--- src/rtl/data_mem_access.sv ---
// RV32I memory-access pipeline stage: issues load/store requests, waits out the
// memory handshake, aligns store data, extracts load data, and drives the MEM/WB register.
package rv32i_types;
  typedef enum logic [6:0] {
    op_lui   = 7'b0110111,
    op_auipc = 7'b0010111,
    op_jal   = 7'b1101111,
    op_jalr  = 7'b1100111,
    op_br    = 7'b1100011,
    op_load  = 7'b0000011,
    op_store = 7'b0100011,
    op_imm   = 7'b0010011,
    op_reg   = 7'b0110011,
    op_csr   = 7'b1110011
  } rv32i_opcode;

  typedef struct packed {
    rv32i_opcode opcode;
    logic [3:0]  aluop;
    logic [2:0]  regfilemux_sel;
    logic        load_regfile;
    logic [4:0]  rd;
  } rv32i_control_word;
endpackage

module data_mem_access
  import rv32i_types::*;
(
  input  logic              clk,
  input  logic              rst,
  input  rv32i_control_word ctrl_word_in,
  input  logic [31:0]       instruction_in,
  input  logic [31:0]       PC_in,
  input  logic [31:0]       alu_in,
  input  logic [31:0]       rs2_in,
  input  logic              br_en_in,
  input  logic [3:0]        mem_byte_enable_in,
  input  logic [1:0]        addr_offset_in,
  input  logic [31:0]       data_rdata,
  input  logic              data_resp,
  output logic              data_read,
  output logic              data_write,
  output logic [3:0]        data_mbe,
  output logic [31:0]       data_addr,
  output logic [31:0]       data_wdata,
  output logic              MA_stall,
  output rv32i_control_word ctrl_word_out,
  output logic [31:0]       instruction_out,
  output logic [31:0]       PC_out,
  output logic [31:0]       alu_out,
  output logic [31:0]       mdr_out,
  output logic              br_en_out
);

  typedef enum logic {IDLE = 1'b0, BUSY = 1'b1} state_t;

  localparam int CW_W = $bits(rv32i_control_word);

  state_t            r_state;
  state_t            w_next_state;
  logic              w_is_load;
  logic              w_is_store;
  logic              w_mem_op;
  logic [4:0]        w_shamt;
  logic [31:0]       w_shifted;
  logic [31:0]       w_load_val;
  logic [CW_W-1:0]   r_ctrl_word;
  logic [31:0]       r_instruction;
  logic [31:0]       r_pc;
  logic [31:0]       r_alu;
  logic [31:0]       r_mdr;
  logic              r_br_en;

  // Gating with rst keeps requests low for the whole time reset is held.
  assign w_is_load  = rst && (ctrl_word_in.opcode == op_load);
  assign w_is_store = rst && (ctrl_word_in.opcode == op_store);
  assign w_mem_op   = w_is_load || w_is_store;
  assign w_shamt    = {addr_offset_in, 3'b000};

  assign data_read  = w_is_load;
  assign data_write = w_is_store;
  assign data_mbe   = w_is_store ? mem_byte_enable_in : 4'b0000;
  assign data_addr  = {alu_in[31:2], 2'b00};
  assign data_wdata = rs2_in << w_shamt;
  assign MA_stall   = w_mem_op && !data_resp;

  // Request/response handshake state register.
  always_ff @(posedge clk or negedge rst) begin
    if (!rst) begin
      r_state <= IDLE;
    end else begin
      r_state <= w_next_state;
    end
  end

  // Next-state logic; BUSY falls back to IDLE if the op disappears.
  always_comb begin
    w_next_state = r_state;
    case (r_state)
      IDLE: begin
        if (w_mem_op && !data_resp) begin
          w_next_state = BUSY;
        end else begin
          w_next_state = IDLE;
        end
      end
      BUSY: begin
        if (data_resp || !w_mem_op) begin
          w_next_state = IDLE;
        end else begin
          w_next_state = BUSY;
        end
      end
      default: w_next_state = IDLE;
    endcase
  end

  // Load data: shift the addressed lane down, then truncate and extend by funct3.
  always_comb begin
    w_shifted  = data_rdata >> w_shamt;
    w_load_val = w_shifted;
    case (instruction_in[14:12])
      3'b000:  w_load_val = {{24{w_shifted[7]}}, w_shifted[7:0]};
      3'b001:  w_load_val = {{16{w_shifted[15]}}, w_shifted[15:0]};
      3'b010:  w_load_val = w_shifted;
      3'b100:  w_load_val = {24'h000000, w_shifted[7:0]};
      3'b101:  w_load_val = {16'h0000, w_shifted[15:0]};
      default: w_load_val = w_shifted;
    endcase
  end

  // MEM/WB pipeline register; frozen while the stage is stalled.
  always_ff @(posedge clk or negedge rst) begin
    if (!rst) begin
      r_ctrl_word   <= {CW_W{1'b0}};
      r_instruction <= 32'h0000_0000;
      r_pc          <= 32'h0000_0000;
      r_alu         <= 32'h0000_0000;
      r_mdr         <= 32'h0000_0000;
      r_br_en       <= 1'b0;
    end else if (!MA_stall) begin
      r_ctrl_word   <= ctrl_word_in;
      r_instruction <= instruction_in;
      r_pc          <= PC_in;
      r_alu         <= alu_in;
      r_br_en       <= br_en_in;
      if (w_is_load && data_resp) begin
        r_mdr <= w_load_val;
      end else begin
        r_mdr <= r_mdr;
      end
    end else begin
      r_ctrl_word   <= r_ctrl_word;
      r_instruction <= r_instruction;
      r_pc          <= r_pc;
      r_alu         <= r_alu;
      r_mdr         <= r_mdr;
      r_br_en       <= r_br_en;
    end
  end

  assign ctrl_word_out   = rv32i_control_word'(r_ctrl_word);
  assign instruction_out = r_instruction;
  assign PC_out          = r_pc;
  assign alu_out         = r_alu;
  assign mdr_out         = r_mdr;
  assign br_en_out       = r_br_en;

endmodule
--- config.mk ---
export PLATFORM = sky130hd
export DESIGN_NAME = data_mem_access
export DESIGN_NICKNAME = d
export VERILOG_FILES = /design/src/rtl/data_mem_access.sv
export SDC_FILE = /design/constraint.sdc
export NUM_CORES = 1
export LEC_CHECK = 0
export ABC_CLOCK_PERIOD_IN_PS = 2000
export CORE_AREA = 2 2 159 161
export DETAILED_ROUTE_END_ITERATION = 8
export DIE_AREA = 0 0 161 163
export SETUP_SLACK_MARGIN = 0.5
export SLEW_MARGIN = 20
export SYNTH_ARGS = -nofsm -noshare
export SYNTH_HDL_FRONTEND = slang
export SYNTH_SLANG_ARGS = --single-unit
--- constraint.sdc ---
create_clock -name clk -period 2 [get_ports clk]
set_input_delay 0.2 -clock clk [delete_from_list [all_inputs] [get_ports clk]]
set_output_delay 0.2 -clock clk [all_outputs]
set_load 0.01 [all_outputs]
==> run_1/clk_routes.png <==
Scale bar: 50 µm.
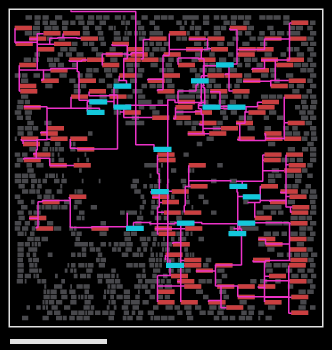
[red] flip-flops | count: 149
[cyan] clock drivers | count: 17
[magenta] clock wires | length: 2140 µm
routed clock nets	18
flops lie	widely spread
Clk pwr share: 41.6%
Fin Clk Skew: 0 ns
Power Clock: 3.35 mW
clk_lat worst skew: 0.42 ns

==> run_1/flops_by_reg.png <==
Scale bar: 50 µm. Other sequential cells in the stronger gray, the rest of the logic in the fainter gray.
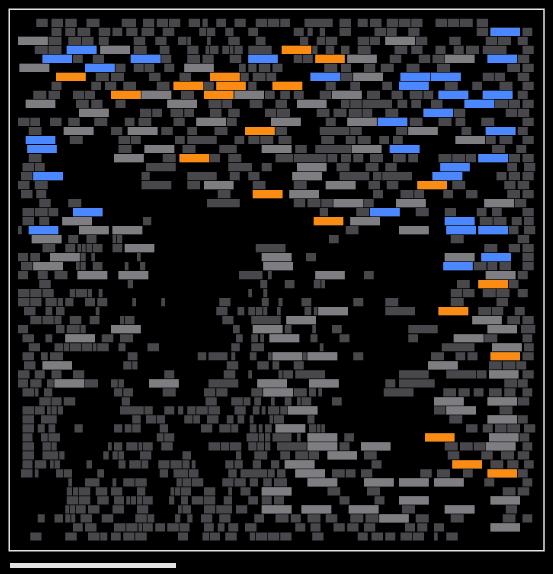
color	signal	placed flops
blue	alu_out	32
orange	ctrl_word_out	20
not colored	97
Storage cell area: 3730 µm²
Final Util: 48.3%
fraction of area in registers: 31.3%

==> run_1/wires.png <==
Scale bar: 50 µm. Only two layers are drawn.
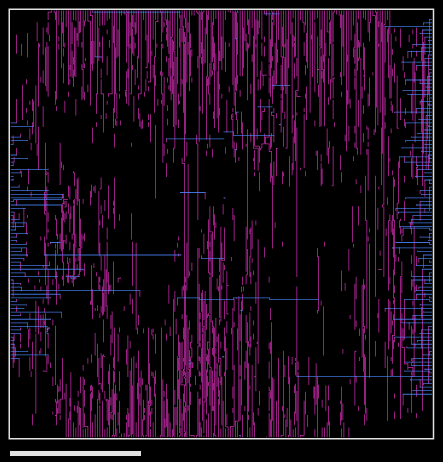
color	layer	wire length
blue	metal 3	1390 µm
magenta	metal 2	12200 µm
WL final: 23.7 mm
wire per inst: 18.1 µm

run 1: worst max-delay path: stages:
cell and delay, ns:
buf_2 0.12, nor4b_4 0.34, buf_4 0.18, nand3_2 0.11, inv_4 0.11, clkdlybuf4s15_2 0.26
run 1: cell families after synthesis:
logic type / Yosys count / share of synthesized area [%]
compound gates: 81 / 7.62
simple gates: 107 / 7.75
buf+inv: 74 / 6.76
other cells: 1 / 0.0536
mux: 155 / 24.5
flops: 149 / 53.3
run 1: Yosys cell counts, drive strengths merged:
| cell type | n |
|---|---|
| mux2 | 120 |
| nand3b | 2 |
| and3b | 1 |
| nor2b | 16 |
| nor2 | 36 |
| clkbuf | 6 |
| and2 | 13 |
| a211oi | 16 |
| o2bb2ai | 7 |
| nor4b | 1 |
| a2111oi | 1 |
| mux2i | 34 |
| and4 | 1 |
| a21oi | 24 |
| o21ai | 9 |
| dfrtp | 149 |
| nand2 | 24 |
| or2 | 9 |
| mux4 | 1 |
| buf | 65 |
| o211ai | 1 |
| nand3 | 2 |
| conb | 1 |
| o21a | 2 |
| a21o | 4 |
| inv | 3 |
| a31oi | 17 |
| nand2b | 2 |
run 1: final cells by class:
| class | instances | share of cell area (%) |
|---|---|---|
| antenna | 1 | 0.0210 |
| clock inverter | 14 | 1.58 |
| inverter | 3 | 0.116 |
| timing repair buffer | 451 | 36.1 |
| sequential | 149 | 31.3 |
| multi-input combinational | 345 | 23.8 |
| tap | 330 | 3.47 |
| clock buffer | 17 | 3.57 |
run 1: state kept, by name, indices dropped and copies added (netlist names):
name / flops
instruction_out: 32
br_en_out: 1
mdr_out: 32
PC_out: 32
alu_out: 32
ctrl_word_out: 20
run 1: stage by stage:
step	cells	hold slack, ns
CTS	1308	0.103
global route	1310	0.0179
detailed placement	1271	0.433
global placement	1271	0.436
floorplan	568	-0.0956
finish	1310	0.0310
run 1: power by group through the flow:
| stage | sequential, mW | combinational, mW | clock (mW) |
|---|---|---|---|
| floorplan | 3.41 | 0.452 | 0 |
| global placement | 3.32 | 1.61 | 0 |
| detailed placement | 3.33 | 1.61 | 0 |
| CTS | 3.27 | 1.46 | 3.46 |
| global route | 3.29 | 1.56 | 3.60 |
| finish | 3.26 | 1.44 | 3.35 |
run 1: worst max path at each step:
stage                                    endpoint  slack (ns)  depth (start not counted)
final                                    MA_stall        0.48                          6
after global routing                     MA_stall        0.44                          6
after CTS                           data_wdata[0]        0.42                          3
after detailed placement                 MA_stall       -0.26                          6
after global placement                   MA_stall       -0.24                          6
after floorplan           mdr_out[14]$_DFFE_PN0P_        0.53                          4
run 1: metal layers:
layer,vias up,share of wire (%),wire length [µm]
met5,-,0,0
met4,0,1.4,337
met3,21,5.9,1390
met2,205,52,12200
met1,2779,41,9740
li1,2780,-,-
run 1: repair_timing:
action                     CTS  global route
hold buffers                 2             0
pin swaps                    5             6
gates cloned                 1             1
setup buffers                3             0
gates resized              229            35
setup endpoints to repair  329            86
hold endpoints to repair    99             0
==> results.cfg, run 1 <==
; physical design summary
[sta]
slew_violations = 0
fin_tns_setup_ns = 0
rsz0062_at_grt = true
fin_crit_sh_pct = 75.9
worst_slew_pin_slew_ns = 0.827
period_minus_slack_ns = 1.52

[clock_network]
htree_levels = 4
numCtsBuffers = 17
path_clk_slew_ns = 0.07

[placed_design]
io_buffers = 407
dpl.hpwl_mm = 18.0

[min_path]
holdPathStages = 2
hp-start = ctrl_word_in[15]
hold_end = ctrl_word_out[15]$_DFFE_PN0N_

[global_routing]
grt_overflow = 0
antenna_found_initial = 1

[logic_synthesis]
avgSynthCellArea_um2 = 12.3
ys_area_um2 = 6990
synth_area_um2 = 6990
syn_inst = 567
ys_types = 32
synth_warnings = 0
synthDominantCellAreaShare_pct = 53.3

[layout]
logic_area_um2 = 2840
layout_top_cell = clkdlybuf4s50_1
nets = 1157

[power]
finalPower_mw = 8.05
power_frac_seq_pct = 40.5
sw_frac_of_total_pct = 26.6
p_int_mw = 5.91

[detailed_routing]
drc = 0

[setup_path]
regToRegSetupSlack_ns = 1.20
arrival_ns = 1.32
reg2regPathDepth = 1

[die]
core_um2 = 24700
die_x_um = 161

[run]
warning_count = 30

[run_status]
status = completed
==> run_1/clocks.png <==
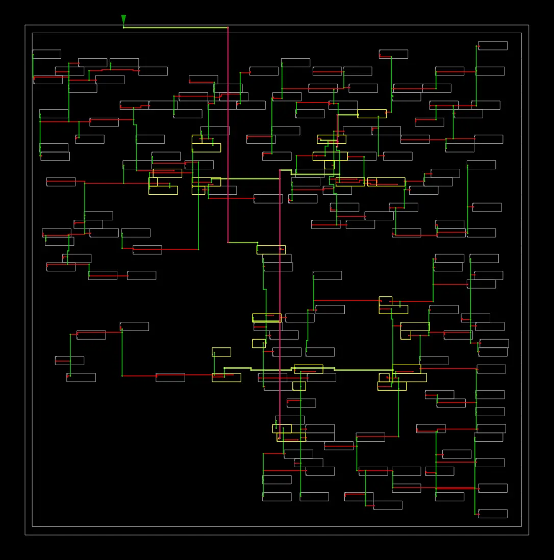

==> run 2: changes to the inputs <==
--- a/config.mk
+++ b/config.mk
@@ -5,10 +5,11 @@
 export SDC_FILE = /design/constraint.sdc
 export NUM_CORES = 1
 export LEC_CHECK = 0
-export ABC_CLOCK_PERIOD_IN_PS = 2000
-export CORE_AREA = 2 2 159 161
+export ABC_CLOCK_PERIOD_IN_PS = 1300
+export CORE_AREA = 2 2 158 160
 export DETAILED_ROUTE_END_ITERATION = 8
-export DIE_AREA = 0 0 161 163
+export DIE_AREA = 0 0 160 162
+export PLACE_DENSITY = 0.67
 export SETUP_SLACK_MARGIN = 0.5
 export SLEW_MARGIN = 20
 export SYNTH_ARGS = -nofsm -noshare
==> constraint.sdc (replaced) <==
create_clock -name clk -period 1.3 [get_ports clk]
set_input_delay 0.13 -clock clk [delete_from_list [all_inputs] [get_ports clk]]
set_output_delay 0.13 -clock clk [all_outputs]
set_load 0.01 [all_outputs]
==> run_2/clocks.png <==
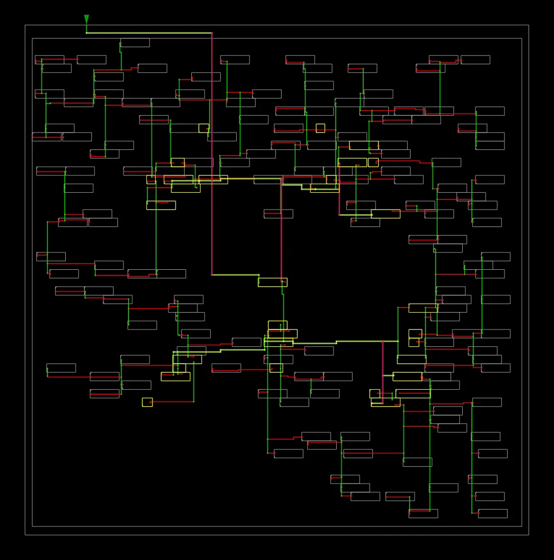
Power Clock: 4.96 mW
final-layout clock buffer total: 17
total CTS buffers: 17
flop count: 149

==> run_2/flops_by_reg.png <==
Scale bar: 50 µm. Other sequential cells in the stronger gray, the rest of the logic in the fainter gray.
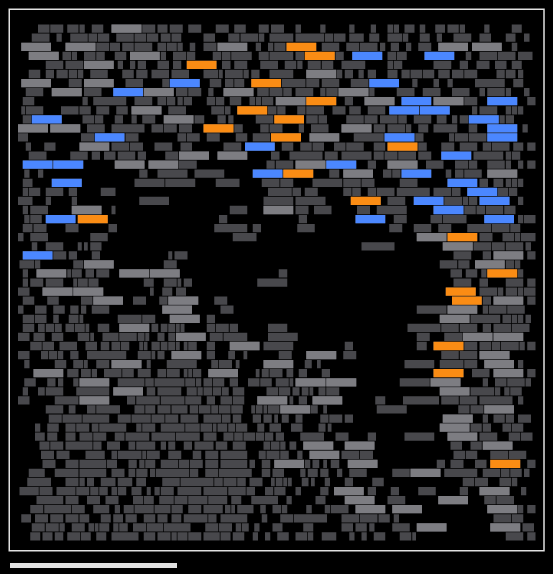
color	signal	placed flops
blue	alu_out	32
orange	ctrl_word_out	20
not colored	97
fraction of area in registers: 25.3%
Final Util: 61.1%

==> run 2 against run 1 <==
Against the previous run:
- the run now ends with negative hold slack, negative setup slack left
- synthesized cell count is the same
- final cell count is 15% higher
- count of clock-buffer cells in the layout is the same
- largest power group is now registers
- largest cell class unchanged
- first-iteration DRC count up 57%
- core utilization increased by 13 points
- critical path type is now in2reg
- sequential power is 56% higher
- area after synthesis unchanged
- global-route usage increased by 3.3 points
- clock skew stayed put
- die area decreased by 1.2%
- clock power grew 48%
==> results.cfg, run 2 <==
; physical design summary
[sta]
hold_ws_ns = -0.253
rsz0062_at_grt = true
period_minus_slack_ns = 1.33
final_hold_viol_count = 53
fin_ws_ns = -0.0302
clock_skew_ns = 0
fmax_mhz = 752
worst_slew_pin_slew_ns = 0.528
finalSetupViolations = 42
fin_crit_sh_pct = 102
slew_violations = 0

[clock_network]
path_clk_slew_ns = 0.07
clk_latency_ns = 0.42

[logic_synthesis]
ys_types = 32
synth-edff-count = 0
synth_area_um2 = 6990
synth.most_common_cell = dfrtp_1
synthArstFlopShare_pct = 100
synthDominantCellAreaShare_pct = 53.3
ff_type = dfrtp_1
top_cells_by_count = 149 x dfrtp_1, 120 x mux2_2, 36 x nor2_1
synth_warnings = 0
syn_inst = 567

[detailed_routing]
wirelength_mm = 30.4
wl_per_cell_um = 20.2
drc = 0

[layout]
logic_area_um2 = 3820
layout_top_cell = buf_4
fill_cells = 1975
nets = 1354
seq_area_um2 = 3730

[run]
warning_count = 31

[setup_path]
critPathKind = in2reg
crit_path_top_delay_cell = nor4b_4
arrival_ns = 1.63
crit_chain = buf_8 > nor4b_4 > buf_4 > nand3_4 > clkinv_4 > buf_12 > buf_12 > buf_16 > mux2_4
path_delay_family = buffers and inverters
path_common_cell = buf_12

[global_routing]
grt_pass1_wl_mm = 41.8
antenna_found_initial = 1
grt_overflow = 0

[die]
core_um2 = 24100
die_x_um = 160

[run_status]
violations = negative hold slack, negative setup slack
status = complete, but fails checks

[placed_design]
dpl.hpwl_mm = 19.4
io_buffers = 407
==> run 2: cell counts after synthesis <==
No cell type changed its count.
==> run 2: through the flow <==
stage / std cells / hold slack [ns] / power (mW) / util (%)
2_1_floorplan: 568 / -0.166 / 6.10 / -
3_3_place_gp: 1307 / 0.313 / 7.82 / 49.9
3_5_place_dp: 1307 / 0.306 / 7.85 / 49.9
4_1_cts: 1394 / -0.149 / 12.9 / 56.0
5_1_grt: 1501 / -0.227 / 13.9 / 61.1
6_report: 1501 / -0.253 / 13.3 / 61.1
==> run 2: cell type report <==
| type | count | area share [%] |
|---|---|---|
| antenna | 1 | 0.0170 |
| tap | 324 | 2.75 |
| sequential | 149 | 25.3 |
| timing repair buffer | 648 | 41.9 |
| clock inverter | 14 | 1.08 |
| inverter | 3 | 0.110 |
| clock buffer | 17 | 2.89 |
| multi-input combinational | 345 | 26.0 |
==> run 2: worst register-to-register path, cell delays in order (launching register included) <==
cell and delay [ns]:
dfrtp_1 0.38, buf_4 0.13, buf_4 0.12, mux2_4 0.26
==> run 2: worst paths after layout <==
kind	from	to	slack (ns)	depth (start not counted)
max in group asynchronous	rst	PC_out[8]$_DFFE_PN0N_	0.66	3
setup / recovery	ctrl_word_in[17]	PC_out[30]$_DFFE_PN0N_	-0.03	9
setup reg to reg	mdr_out[7]$_DFFE_PN0P_	mdr_out[7]$_DFFE_PN0P_	0.29	3
hold / removal	rst	PC_out[4]$_DFFE_PN0N_	-0.25	2
hold reg to reg	ctrl_word_out[14]$_DFFE_PN0N_	ctrl_word_out[14]$_DFFE_PN0N_	0.48	1
min in group clk	ctrl_word_in[19]	ctrl_word_out[19]$_DFFE_PN0N_	-0.02	2
==> run 2: repair_timing <==
item                       4_1_cts  5_1_grt
gates resized                  694      622
hold endpoints to repair        55       57
pin swaps                       33       20
setup buffers                   42       95
setup endpoints to repair      464      441
gates cloned                    12        7
hold buffers                     2        4
==> run 2: layer usage <==
layer,vias up,part of all wire [%]
met5,-,0
met4,0,2.5
met3,43,5.8
met2,260,52
met1,3348,40
li1,3152,-
==> run 2: cells by family (layout without fill, tap and decap cells) <==
kind of cell / count (synthesis) / after routing / synth area share, %
flip-flops: 149 / 149 / 53.3
multiplexers: 155 / 155 / 24.5
AND-OR/OR-AND: 81 / 81 / 7.62
AND/OR/NAND/NOR: 107 / 107 / 7.75
buffers and inverters: 74 / 682 / 6.76
other: 1 / 3 / 0.0536
==> run 2: power breakdown <==
part	leakage (nW)	internal (mW)	switching, mW
clock	0.282	2.73	2.23
combinational	4.94	1.96	1.30
sequential	1.80	4.90	0.173
total	7.02	9.59	3.70
==> run_2/clk_routes.png <==
Scale bar: 50 µm.
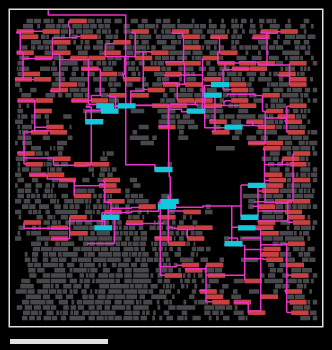

==> run 3: changes to the inputs <==
--- a/config.mk
+++ b/config.mk
@@ -9,6 +9,7 @@
 export CORE_AREA = 2 2 158 160
 export DETAILED_ROUTE_END_ITERATION = 8
 export DIE_AREA = 0 0 160 162
+export GPL_TIMING_DRIVEN = 0
 export PLACE_DENSITY = 0.67
 export SETUP_SLACK_MARGIN = 0.5
 export SLEW_MARGIN = 20
==> run_3/clk_routes.png <==
Scale bar: 50 µm.
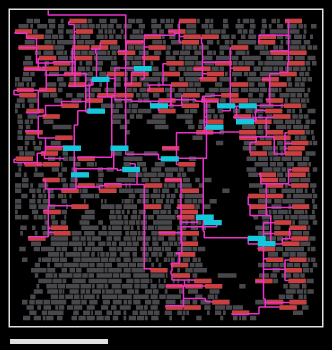
Power Clock: 4.86 mW
Clk pwr share: 36.5%

==> run 3 against run 2 <==
Against the previous run:
- the flow still finishes with violations (negative hold slack, negative setup slack)
- count of clock-buffer cells in the layout up 1
- sequential power about the same
- area after synthesis did not move
- non-clock buffer count is 30 higher
- critical path type is now in2out
- highest routed layer is now met5
==> results.cfg, run 3 <==
; physical design summary
[run_status]
status = complete, but fails checks
violations = negative hold slack, negative setup slack

[logic_synthesis]
synthDominantCellAreaShare_pct = 53.3
yosysTopAreaCell = dfrtp_1
synth_area_um2 = 6990
ys_ff = 149
synthArstFlopShare_pct = 100
synth.most_common_cell = dfrtp_1
syn_inst = 567
synth_warnings = 0
ys_area_um2 = 6990
synth-edff-count = 0
ys_cells = 567
synthTopCellsByArea = dfrtp_1 53%, mux2_2 19%, mux2i_1 4.9%
ff_type = dfrtp_1
top_cells_by_count = 149 x dfrtp_1, 120 x mux2_2, 36 x nor2_1
ys_types = 32
avgSynthCellArea_um2 = 12.3

[sta]
period_minus_slack_ns = 1.39
fin_crit_sh_pct = 107
rsz0062_at_grt = true
fmax_mhz = 721
fin_tns_setup_ns = -2.04
final_hold_viol_count = 48
clock_skew_ns = 0
fin_ws_ns = -0.0870
worst_slew_pin_slew_ns = 0.846
max_slew_margin_pct = 43.4
finalSetupViolations = 57
hold_ws_ns = -0.324
slew_violations = 0

[clock_network]
cts_tree = built
numCtsBuffers = 17
clockBufferDepth = 2
root_buffer = clkbuf_16
clk_latency_ns = 0.42
path_clk_slew_ns = 0.07
htree_levels = 4

[global_routing]
grt_pass1_wl_mm = 45.0
grt_pass1_vias = 7065
grt_overflow = 0
grt_usage_pct = 23.0
antenna_found_initial = 4

[setup_path]
critPathKind = in2out
arrival_ns = 1.26
end_kind = primary output
cp.required_ns = 1.17
startpoint_type = input pin

[layout]
fin_area_um2 = 15500
drive_above_1_share_pct = 63.3
stdcell_count = 1535
fill_cells = 1873
most-common-layout-cells = 166 x buf_4, 149 x dfrtp_1, 126 x buf_6
final_util_pct = 64.5
nets = 1385
layout_top_cell = buf_4

[detailed_routing]
drc = 0
drt_pass1_iterations = 4
initialDrtViolationCount = 281
wl_per_cell_um = 20.7
drtAntennaViolNets = 0
wirelength_mm = 31.8
vias = 7031

[placed_design]
dp.cells = 1297
dpl.hpwl_mm = 20.4
placed_area_um2 = 12000
place.gp.congestion = 0.837
io_buffers = 404

[power]
p_leak_nw = 7.38

[die]
die_x_um = 160
die-area_um2 = 25900
core_um2 = 24100
num_rows = 57
die_h_um = 162

[run]
drv_cap = 0
warning_count = 31

[min_path]
hold_path.class = in2async
==> run_3/clocks.png <==
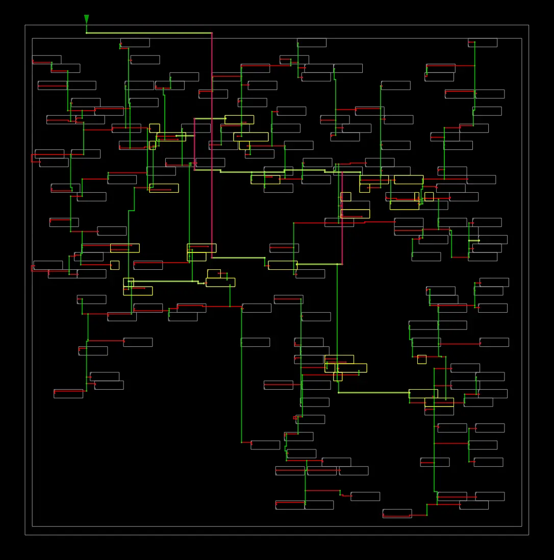
TritonCTS Sinks: 149
final-layout clock buffer total: 18

run 3: cell types whose count changed in the layout (fill, tap and decap cells not counted), sizes merged:
| cell | change |
|---|---|
| clkinvlp | +2 |
| bufbuf | +1 |
| clkdlybuf4s50 | -1 |
| nor2 | +1 |
| clkinv | +1 |
| diode | +2 |
| dlygate4sd3 | +4 |
| clkdlybuf4s15 | +3 |
| inv | -3 |
| buf | +16 |
| dlygate4sd2 | -4 |
| clkbuf | +3 |
| dlymetal6s2s | +9 |
run 3: metrics by stage:
stage	total power, mW	setup slack, ns
2_1_floorplan	6.10	-0.104
6_report	13.3	-0.0870
5_1_grt	13.8	-0.144
3_5_place_dp	7.84	-1.14
3_3_place_gp	7.81	-6.96
4_1_cts	13.0	-0.0827
run 3: repair_timing:
| item | in CTS | in global routing |
|---|---|---|
| setup buffers | 84 | 87 |
| pin swaps | 34 | 18 |
| cloned | 21 | 1 |
| hold buffers | 5 | 6 |
| endpoints found under the hold margin | 68 | 69 |
| gates resized | 865 | 440 |
| setup endpoints to repair | 367 | 362 |
run 3: cell families after synthesis:
logic type	count (synthesis)	share of synthesized area [%]
simple gates	107	7.75
compound gates	81	7.62
flops	149	53.3
buf+inv	74	6.76
mux	155	24.5
other cells	1	0.0536
run 3: routing by layer:
metal	vias to the layer above	routed length [µm]	track usage, %
li1	3214	-	-
met1	3479	12800	28.6
met2	283	16200	38.7
met3	53	1960	6.13
met4	2	852	8.35
met5	-	14	0
run 3: final timing paths:
path	start	endpoint	slack (ns)	cells after the start
setup / recovery	ctrl_word_in[17]	data_mbe[0]	-0.09	7
min in group clk	alu_in[30]	alu_out[30]$_DFFE_PN0N_	0.01	2
hold reg to reg	ctrl_word_out[13]$_DFFE_PN0N_	ctrl_word_out[13]$_DFFE_PN0N_	0.49	1
setup reg to reg	instruction_out[2]$_DFFE_PN0N_	instruction_out[2]$_DFFE_PN0N_	0.28	3
max in group asynchronous	rst	instruction_out[28]$_DFFE_PN0N_	0.28	2
hold / removal	rst	alu_out[9]$_DFFE_PN0N_	-0.32	1
run 3: critical path: stages:
cell and delay (ns):
buf_8 0.10, nor4b_4 0.38, nand2_2 0.14, nor2_4 0.16, buf_6 0.13, and2_4 0.13
buf_6 0.10
run 3: cell type report:
cell class / count / area, µm² / share of cell area [%]
inverter: 3 / 16.3 / 0.105
timing repair buffer: 607 / 5910 / 38.0
tap: 324 / 405 / 2.61
multi-input combinational: 346 / 3990 / 25.7
antenna: 3 / 7.51 / 0.0483
clock buffer: 18 / 429 / 2.76
buffer: 71 / 903 / 5.81
clock inverter: 14 / 145 / 0.934
sequential: 149 / 3730 / 24.0
run 3: report_power, final:
| part | switching [mW] | internal [mW] |
|---|---|---|
| registers | 0.170 | 4.90 |
| logic | 1.34 | 2.01 |
| clock network | 2.16 | 2.69 |
| total | 3.68 | 9.61 |

==> layout pictures side by side <==
Placement by cell class.
Fill, decap, tap and diode cells in gray.
image #1
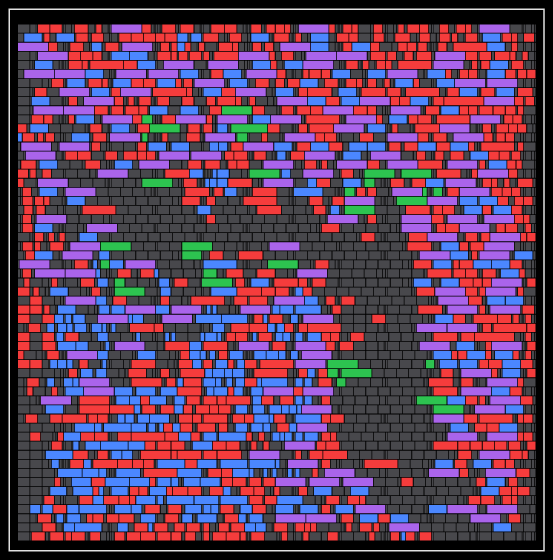
image #2
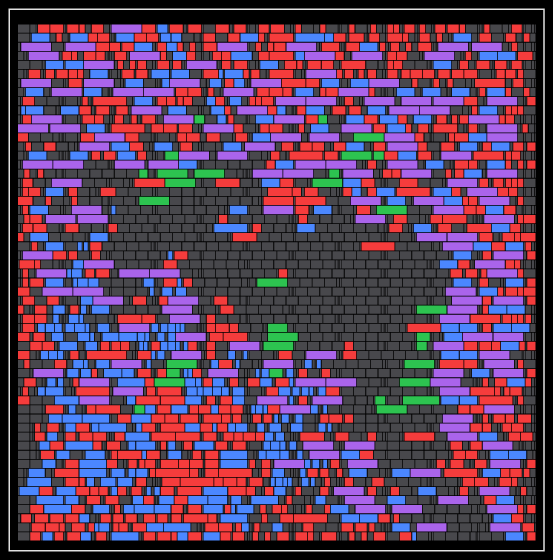
image #3
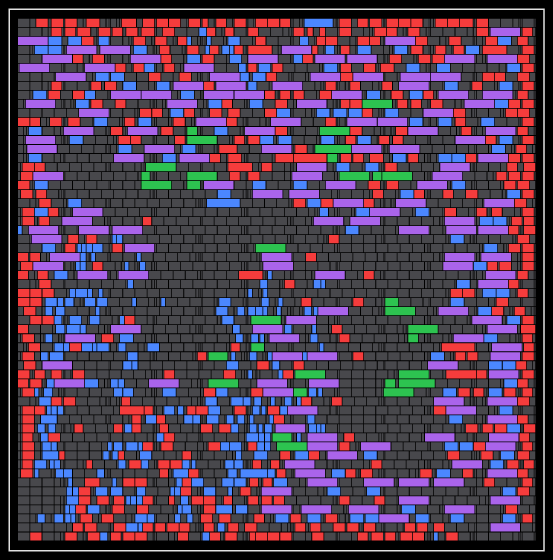
Of these, lowest utilization: image #3
image #3: run 1
image #1: run 3
image #2: run 2

Power and IR drop assume default switching activity.
